run_1/cell_classes.png
Scale bar: 10 µm.
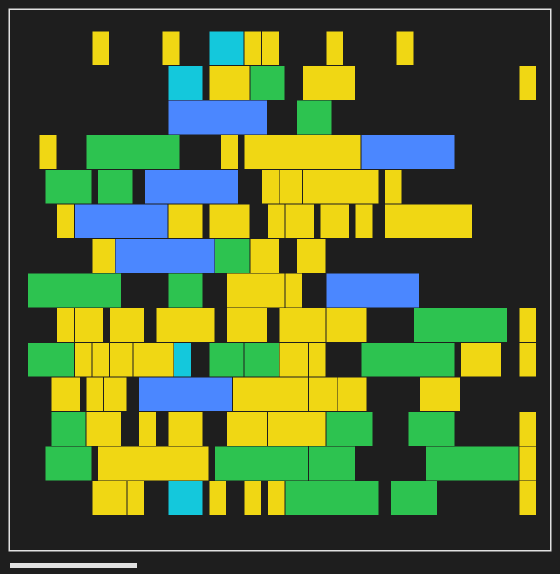
run_1/final_clocks.png
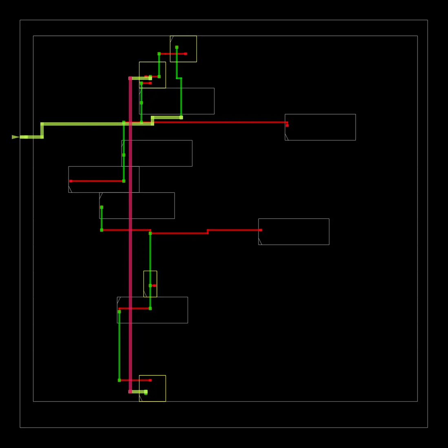
run_1/drive_strength.png
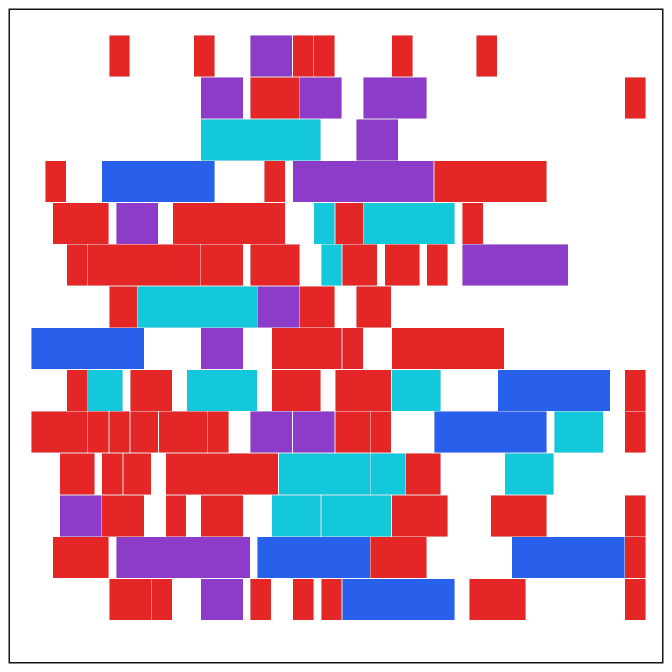
run_1/met1.png
Supply wires on this layer in grey.
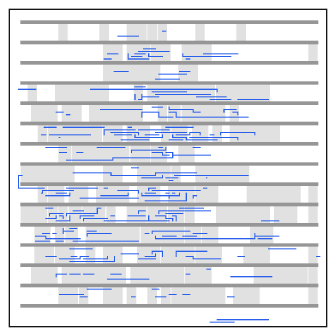
==> config.mk <==
export PLATFORM = sky130hd
export DESIGN_NAME = exec_sequencer_flat
export DESIGN_NICKNAME = d
export VERILOG_FILES = /design/src/rtl/exec_sequencer_if.sv /design/src/rtl/exec_sequencer.sv /design/src/flat_wrapper.sv
export SDC_FILE = /design/constraint.sdc
export NUM_CORES = 1
export LEC_CHECK = 0
export CAP_MARGIN = 20
export CORE_UTILIZATION = 38
export CTS_CLUSTER_DIAMETER = 150
export DETAILED_ROUTE_END_ITERATION = 16
export PLACE_DENSITY = 0.78
export SYNTH_ARGS = -nofsm -noshare
export SYNTH_HDL_FRONTEND = slang
export SYNTH_SLANG_ARGS = --single-unit
==> constraint.sdc <==
create_clock -name CLK -period 1.8 [get_ports CLK]
set_input_delay 0.18 -clock CLK [delete_from_list [all_inputs] [get_ports CLK]]
set_output_delay 0.18 -clock CLK [all_outputs]
set_load 0.05 [all_outputs]
==> ci_impl_report.md, run 1 <==
## PnR job results

| Metric | Value |
|---|---|
| Status | completed |
| CP Launch Type | register |
| Top class by area | combinational gates |
| DR DRC count | 0 |
| Final Util | 60.0% |
| Sequential power share | 32.8% |
| Worst slack at placement | 0.0906 ns |
| CTS tree | done |
| Vias per std cell | 4.96 |
| Cycle use final | 95.0% |
| Initial DRC count | 9 |
| Complex Gates by Area | 17.1% |
| P_int | 0.301 mW |
| Arrival time at the worst endpoint | 1.53 ns |
| Mux cell area share | 0% |
| Seq. pwr | 0.166 mW |
| Wirelength per Cell | 11.3 µm |
| Taps Inserted | 16 |
| Comb pwr share | 37.2% |
| Clock-cell share | 2.87% |
| Mapped Area | 622 µm² |
| Crit-path leading delay family | simple AND/OR/NAND/NOR gates |
| Count of library flops with an enable pin | 0 |
| Die X | 42.5 µm |
| Area leader, netlist | dfxtp_1 |
| Global-route wire length before repair | 2.35 mm |
| Top cells by count | buf_4, dfxtp_1, inv_1, nor2_1, and2_1 |
| Setup TNS | 0 ns |
| DR top layer | met4 |
| # setup viols final | 0 |
| Comb pwr | 0.187 mW |
| Max reg flops | 4 |
| Reg2reg path depth | 5 |
| Height of the die | 42.5 µm |
| Hold Path Class | register to register |
| CP endpoint kind | output port |
| Biggest consumer | combinational logic |
| Reg2Reg Setup Slack | 0.25 ns |
| Cells after DPL | 107 |
| Sw power | 0.203 mW |
| # H-tree levels | 1 |
| Crit path depth | 5 |
About cell_classes.png:
[blue] flops | cells: 7 | share of their area: 16%
[cyan] clock drivers and dummy loads | cells: 4 | share of their area: 2.9%
[green] other buffers and delay cells | cells: 22 | share of their area: 30%
[yellow] all other logic | cells: 66 | share of their area: 51%
flop share of the area: 15.6%
FP Rows: 14

About final_clocks.png:
Flops: 7
Num Clock Sinks: 7
CLK BUF: 4
Layout Skew: 0.00461 ns

About drive_strength.png:
[blue] drive 6 and up | cells: 7 | share: 7.1%
[purple] drive 3 to 4 | cells: 15 | share: 15%
[cyan] drive 2 | cells: 14 | share: 14%
[red] drive 1 or less | cells: 63 | share: 64%
fin area: 915 µm²
final setup margin: 0.0905 ns
Area Overhead vs Synth: 47.1%
Plain + repair buffers: 22

About met1.png:
main direction: horizontal
longest straight run: 17.0 µm
overall routed net length: 1.30 mm
met1 Use GR: 17.9%
vias: 570

run_1/clock_map.png
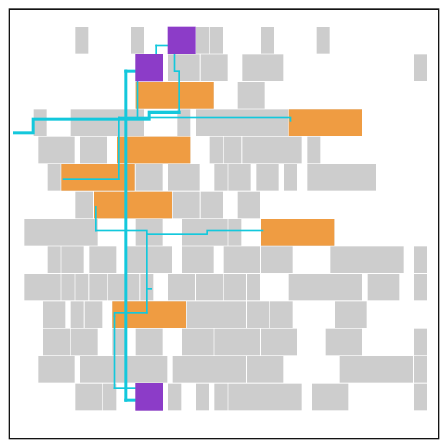

==> run 1 -> run 2 <==
--- a/config.mk
+++ b/config.mk
@@ -9,7 +9,8 @@
 export CORE_UTILIZATION = 38
 export CTS_CLUSTER_DIAMETER = 150
 export DETAILED_ROUTE_END_ITERATION = 16
-export PLACE_DENSITY = 0.78
+export PLACE_DENSITY_LB_ADDON = 0.25
+export SLEW_MARGIN = 20
 export SYNTH_ARGS = -nofsm -noshare
 export SYNTH_HDL_FRONTEND = slang
 export SYNTH_SLANG_ARGS = --single-unit
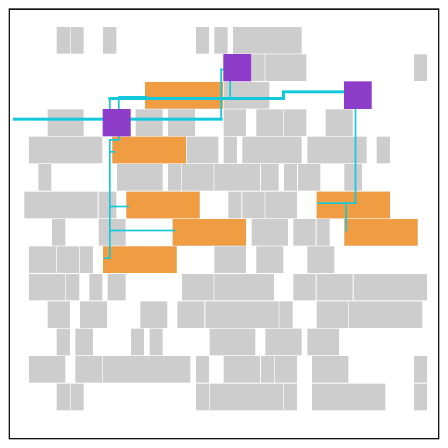
run_2/clock_map.png
[purple] cells driving clock nets | count: 3
[orange] flip-flops | count: 7
[cyan] clock wires | length: 104 µm
routed clock nets: 4
Clk. pwr: 0.142 mW
Layout Skew: 0.00517 ns
clock network power share: 28.6%
Clock Latency Late Sink: 0.25 ns

==> run 2 against run 1 <==
  * Power decreased by 1.3%
  * Synthesized cell count unchanged
  * Fmax decreased by 1.7%
  * Non-clock buffer count decreased by 1
  * Clock-buffer cell count decreased by 1
  * Wire length increased by 7.8%
  * Combinational power about the same
  * Via count increased by 0.53%
  * Largest power group unchanged
  * Highest routed layer is now met3
==> ci_impl_report.md, run 2 <==
## PnR job results

| Metric | Value |
|---|---|
| Cycle use final | 96.6% |
| Area leader, netlist | dfxtp_1 |
| Vias per std cell | 5.03 |
| FP Rows | 14 |
| Cells after DPL | 107 |
| Worst slack at placement | 0.109 ns |
| Status | completed |
| CP Launch Type | register |
| Count of library flops with an enable pin | 0 |
| CP endpoint kind | output port |
| Setup TNS | 0 ns |
| Top cells by count | buf_4, dfxtp_1, inv_1, nor2_1, and2_1 |
| Crit-path leading delay family | flip-flops |
| P_int | 0.297 mW |
| Area Overhead vs Synth | 45.1% |
| Clock-cell share | 3.05% |
| Complex Gates by Area | 17.1% |
| Final Util | 59.2% |
| Crit path depth | 6 |
| Overall routed net length | 1.40 mm |
| Plain + repair buffers | 21 |
| Hold Path Class | register to register |
| Comb pwr | 0.189 mW |
| Wirelength per Cell | 12.3 µm |
| Die X | 42.5 µm |
| Global-route wire length before repair | 2.32 mm |
| Taps Inserted | 16 |
| Biggest consumer | combinational logic |
| Top class by area | combinational gates |
| Seq. pwr | 0.166 mW |
| Max reg flops | 4 |
| CLK BUF | 3 |
| Comb pwr share | 38.0% |
| Fin area | 902 µm² |
| Met1 Use GR | 16.3% |
Power is estimated from default activity; no workload was simulated.
